==> config.mk <==
export PLATFORM = sky130hd
export DESIGN_NAME = uart_cmd_rx
export DESIGN_NICKNAME = d
export VERILOG_FILES = /design/src/rtl/uart_cmd_rx.sv
export SDC_FILE = /design/constraint.sdc
export NUM_CORES = 1
export LEC_CHECK = 0
export CAP_MARGIN = 20
export CELL_PAD_IN_SITES_DETAIL_PLACEMENT = 1
export CELL_PAD_IN_SITES_GLOBAL_PLACEMENT = 2
export CORE_ASPECT_RATIO = 0.5
export CORE_MARGIN = 5
export CORE_UTILIZATION = 40
export CTS_CLUSTER_DIAMETER = 60
export CTS_CLUSTER_SIZE = 25
export DETAILED_ROUTE_END_ITERATION = 7
export HOLD_SLACK_MARGIN = 0.15
export PLACE_DENSITY_LB_ADDON = 0.1
export SETUP_SLACK_MARGIN = 0.4
export SKIP_CTS_REPAIR_TIMING = 1
export SYNTH_ARGS = -nofsm -noshare
export SYNTH_HDL_FRONTEND = slang
export SYNTH_SLANG_ARGS = --single-unit
==> constraint.sdc <==
create_clock -name clk -period 2.95 [get_ports clk]
set_clock_uncertainty 0.2 [all_clocks]
set_input_delay 0.59 -clock clk [delete_from_list [all_inputs] [get_ports clk]]
set_output_delay 0.59 -clock clk [all_outputs]
set_load 0.01 [all_outputs]
==> src/rtl/uart_cmd_rx.sv <==
// 8N1 UART command receiver with mid-bit oversampled sampling and a link
// watchdog that clears the motion bits of the control word on silence.
module uart_cmd_rx #(
  parameter int unsigned CLK_HZ     = 100_000_000,
  parameter int unsigned BAUD       = 9600,
  parameter int unsigned OVS        = 16,
  parameter int unsigned TIMEOUT_MS = 500
) (
  input  logic       clk,
  input  logic       rst_n,
  input  logic       serial,
  output logic [7:0] control_out,
  output logic       cmd_valid,
  output logic       frame_err,
  output logic       link_lost
);

  localparam int unsigned DIV   = CLK_HZ / (BAUD * OVS);
  localparam int unsigned DW    = $clog2(DIV + 1);
  localparam int unsigned TW    = $clog2(OVS);
  localparam int unsigned LIMIT = CLK_HZ / 1000 * TIMEOUT_MS;
  localparam int unsigned WD_W  = $clog2(LIMIT) + 1;

  localparam logic [DW-1:0]   DIV_LAST = DW'(DIV - 1);
  localparam logic [TW-1:0]   T_FULL   = TW'(OVS - 1);
  localparam logic [TW-1:0]   T_HALF   = TW'(OVS / 2 - 1);
  localparam logic [WD_W-1:0] WD_LIMIT = WD_W'(LIMIT);

  typedef enum logic [2:0] {IDLE, START, DATA, STOP, WAIT_IDLE} state_t;

  state_t          state_q, state_d;
  logic [1:0]      sync_q, sync_d;
  logic [DW-1:0]   div_q, div_d;
  logic [TW-1:0]   tick_cnt_q, tick_cnt_d;
  logic [2:0]      bit_idx_q, bit_idx_d;
  logic [7:0]      shift_q, shift_d;
  logic [7:0]      control_q, control_d;
  logic            cmd_valid_q, cmd_valid_d;
  logic            frame_err_q, frame_err_d;
  logic            link_lost_q, link_lost_d;
  logic [WD_W-1:0] wd_q, wd_d;

  logic rx_s;
  logic tick;
  logic wd_expired;

  assign rx_s       = sync_q[1];
  assign tick       = (div_q == DIV_LAST);
  assign wd_expired = (wd_q == WD_LIMIT);

  always_comb begin
    state_d     = state_q;
    sync_d      = {sync_q[0], serial};
    div_d       = tick ? '0 : div_q + DW'(1);
    tick_cnt_d  = tick_cnt_q;
    bit_idx_d   = bit_idx_q;
    shift_d     = shift_q;
    control_d   = control_q;
    cmd_valid_d = 1'b0;
    frame_err_d = 1'b0;
    link_lost_d = link_lost_q;
    wd_d        = wd_expired ? wd_q : wd_q + WD_W'(1);

    if (wd_expired) begin
      link_lost_d    = 1'b1;
      control_d[7:4] = '0;
    end

    // An accepted byte in STOP overrides the watchdog assignments above.
    unique case (state_q)
      IDLE: begin
        if (!rx_s) begin
          state_d    = START;
          div_d      = '0;
          tick_cnt_d = '0;
        end
      end
      START: begin
        if (tick) begin
          if (tick_cnt_q == T_HALF) begin
            if (rx_s) begin
              state_d = IDLE;
            end else begin
              state_d    = DATA;
              tick_cnt_d = '0;
              bit_idx_d  = '0;
            end
          end else begin
            tick_cnt_d = tick_cnt_q + TW'(1);
          end
        end
      end
      DATA: begin
        if (tick) begin
          if (tick_cnt_q == T_FULL) begin
            tick_cnt_d = '0;
            shift_d    = {rx_s, shift_q[7:1]};
            if (bit_idx_q == 3'd7) state_d = STOP;
            else                   bit_idx_d = bit_idx_q + 3'd1;
          end else begin
            tick_cnt_d = tick_cnt_q + TW'(1);
          end
        end
      end
      STOP: begin
        if (tick) begin
          if (tick_cnt_q == T_FULL) begin
            tick_cnt_d = '0;
            if (rx_s) begin
              control_d   = shift_q;
              cmd_valid_d = 1'b1;
              wd_d        = '0;
              link_lost_d = 1'b0;
              state_d     = IDLE;
            end else begin
              frame_err_d = 1'b1;
              state_d     = WAIT_IDLE;
            end
          end else begin
            tick_cnt_d = tick_cnt_q + TW'(1);
          end
        end
      end
      WAIT_IDLE: begin
        if (!rx_s) begin
          tick_cnt_d = '0;
        end else if (tick) begin
          if (tick_cnt_q == T_FULL) state_d = IDLE;
          else                      tick_cnt_d = tick_cnt_q + TW'(1);
        end
      end
      default: state_d = IDLE;
    endcase
  end

  always_ff @(posedge clk or negedge rst_n) begin
    if (!rst_n) begin
      state_q     <= IDLE;
      sync_q      <= '1;
      div_q       <= '0;
      tick_cnt_q  <= '0;
      bit_idx_q   <= '0;
      shift_q     <= '0;
      control_q   <= '0;
      cmd_valid_q <= 1'b0;
      frame_err_q <= 1'b0;
      link_lost_q <= 1'b0;
      wd_q        <= '0;
    end else begin
      state_q     <= state_d;
      sync_q      <= sync_d;
      div_q       <= div_d;
      tick_cnt_q  <= tick_cnt_d;
      bit_idx_q   <= bit_idx_d;
      shift_q     <= shift_d;
      control_q   <= control_d;
      cmd_valid_q <= cmd_valid_d;
      frame_err_q <= frame_err_d;
      link_lost_q <= link_lost_d;
      wd_q        <= wd_d;
    end
  end

  assign control_out = control_q;
  assign cmd_valid   = cmd_valid_q;
  assign frame_err   = frame_err_q;
  assign link_lost   = link_lost_q;

endmodule

==> notes.md <==
Implementation status.

- The floorplan has 23 rows.
- The critical path capture point type is a flip-flop.
- STA lists the maximum fanout along the critical path as 6.
- The start point of the critical path is div_q[6].
- For reference, the final report shows the max-slew violation count at 0.
- The pre-antenna-repair detailed-routing pass consisted of 4 iterations.
- The setup total negative slack is 0 ns.
- The library cells used most frequently in the layout, excluding fill and tap cells, are sky130_fd_sc_hd__dfrtp_1, sky130_fd_sc_hd__nor2_1, sky130_fd_sc_hd__xor2_1.
- At the pin with the least slew margin, the transition time is 0.581 ns.
- The core region is 0.00809 mm².
- The script reports the combined buffer and inverter count of the critical path as 1.
- The switching power is 0.382 mW.
- The worst min-delay path category is reg2reg.
- The number of global-route vias before repair is 2,568.
- Summing all non-filler instances in the final layout gives an area of 0.00394 mm².
- Relative to the synthesized area, the layout overhead comes to 17.8%.
- In the post-synthesis netlist, the biggest area contributors are sky130_fd_sc_hd__dfrtp_1, sky130_fd_sc_hd__xor2_1, sky130_fd_sc_hd__nor2_1, sky130_fd_sc_hd__mux2_2, sky130_fd_sc_hd__nand3_1.
- In this run the tools logged warnings totalling 28.
- The pre-placement core utilization is 41.4%.
- The worst setup path is of the reg2reg kind.
- The count of buffers added on input and output ports is 13.
- The number of stages on the worst setup path is 5.
- The synthesized area divided by synthesized cell count is 10.6 µm².
- The number of buffers on the longest clock path is 2.
- The number of antenna violations at the first check in global routing came to 0.
- Entering global routing, the biggest net connects between 40 and 50 pins.
- The top cell type by area accounts for about half of the synthesized area.
- In this run the critical path is formed by nand4bb_1, nor4_4, inv_1, a2111o_1, mux2_2.
- The endpoint required time on the critical path is 2.95 ns.
- The number of cells on the worst reg-to-reg path is 5.
- In the final report, the number of hold violations comes to 0.
- IR analysis of the VDD net gives a maximum drop of 326 µV.
- The flow ran to the end, and the final reports show no timing, DRC or antenna violations.
- Per the OpenROAD power report, leakage power amounts to between 1.5 and 2 nW.
- The relative max-transition margin is 61.3%.
- The final timing report derives a shortest allowable period of 2.39 ns.
- The via density per instance is 5.29.
- After detailed routing, the number of remaining DRC violations is 0.
- The number of nets still failing antenna checks after routing is 0.
- The cell type with the largest total area after synthesis is sky130_fd_sc_hd__dfrtp_1.
- When the netlist entered floorplanning its net count stood at 326.
- The post-route netlist has 12.8% of its cells at a drive strength greater than 1.
- The count of distinct cell types in the synthesized netlist is 51.
- The endpoint identified for the worst register-to-register timing path is bit_idx_q[0].
- The power report attributes to the combinational group a share of 1.3%.
- Setup repair after global routing left no endpoint under its margin.
- The sequential element share of the synthesized area is 50.9%.
- Overall power consumption after layout is estimated at 2.00 mW.
- The count of H-tree levels built during CTS is 3.
sequential cells by signal, summed over array words and instances, names as in the netlist:
| name | flops |
|---|---|
| wd_q | 27 |
| div_q | 10 |
| control_out | 8 |
| shift_q | 8 |
| tick_cnt_q | 4 |
| bit_idx_q | 3 |
| state_q | 3 |
| sync_q | 2 |
| cmd_valid | 1 |
| frame_err | 1 |
| link_lost | 1 |
area by class of cell:
cell class / count / area (µm²) / share of cell area, %
Clock buffer: 13 / 250 / 6.35
Clock inverter: 2 / 35.0 / 0.889
Inverter: 8 / 30.0 / 0.762
Multi-Input combinational cell: 230 / 1570 / 39.8
Sequential cell: 68 / 1700 / 43.2
Tap cell: 112 / 140 / 3.55
Timing Repair Buffer: 23 / 215 / 5.46
per-stage QoR:
step | setup WS, ns | hold WS, ns
final | 0.558 | 0.156
after global routing | 0.428 | 0.159
after CTS | 0.523 | 0.0806
after detailed placement | 0.529 | 0.150
after global placement | 0.543 | 0.148
after floorplan | 0.744 | 0.0944
power by group through the flow:
stage	Clock [mW]	Sequential (mW)	Combinational, mW
floorplan	0	0.953	0.00371
global placement	0	0.955	0.0265
detailed placement	0	0.956	0.0277
CTS	1.07	0.939	0.0276
global route	1.11	0.939	0.0323
finish	1.03	0.940	0.0265
kinds of logic after synthesis:
kind of cell | share of synthesized area [%]
simple gates | 22.9
flops | 50.9
compound gates | 7.89
xor+xnor | 8.37
buf+inv | 2.28
mux | 5.01
fa+ha+maj | 2.62
metal layers:
layer / part of all wire (%) / GRT usage, % / up-vias
met1: 48 / 20.1 / 1221
met4: 0.26 / 2.82 / 0
met5: 0 / 0 / -
li1: - / - / 1177
met2: 50 / 26.7 / 13
met3: 2.1 / 4.95 / 2
Metal layers overlaid:
Drawn at 2 px/µm. Only two layers are drawn.
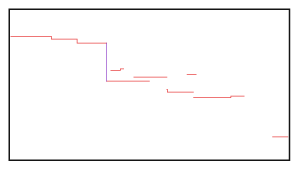
| layer | color | wire length |
|---|---|---|
| metal 3 | red | 149 µm |
| metal 4 | purple | 19.0 µm |
WL/cell: 15.9 µm
Vias: 2,413
global routing usage summed across all routing layers: 15.6%
wirelength, routed: 7.25 mm

Routed clock nets over the placement:
Drawn at 4 px/µm.
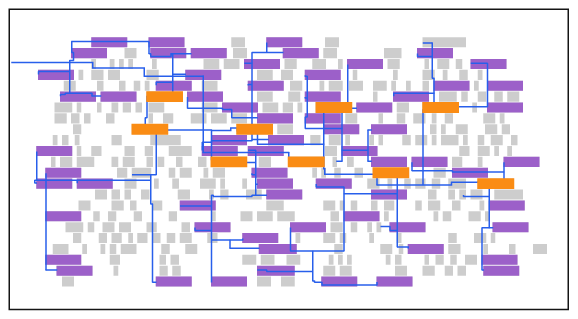
[clock wires] blue | length: 914 µm
[flip-flops] purple | count: 68
[clock drivers] orange | count: 9
flops lie: spread over the die
clock network power: 1.03 mW
clock latency of the later-clocked register in the worst-skew pair: 0.32 ns
Clk pwr share: 51.6%

Logic cells by family:
Drawn at 4 px/µm.
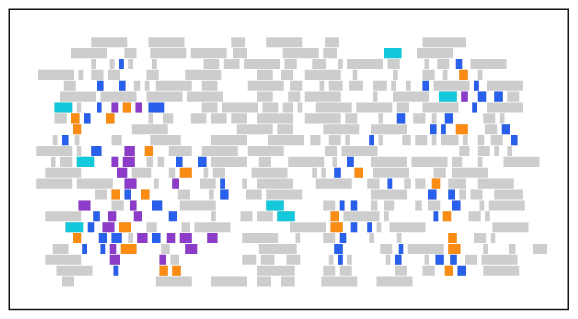
| family | color | cells |
|---|---|---|
| nand cells | blue | 55 |
| aoi and oai cells | purple | 22 |
| and/or cells | orange | 23 |
| fa/ha/maj cells | cyan | 7 |
filler-free cell count of the finished design: 456
Comb area share: 39.8%
Top cell excl fill/tap: sky130_fd_sc_hd__dfrtp_1

Clock routing:
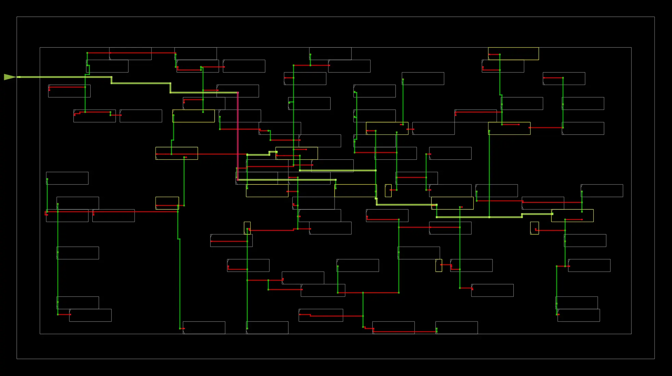
clock tree buffer count of the final layout: 13
Clock Sinks: 68
registers: 68
Num CTS Buffers: 9

Power is estimated from default activity; no workload was simulated.
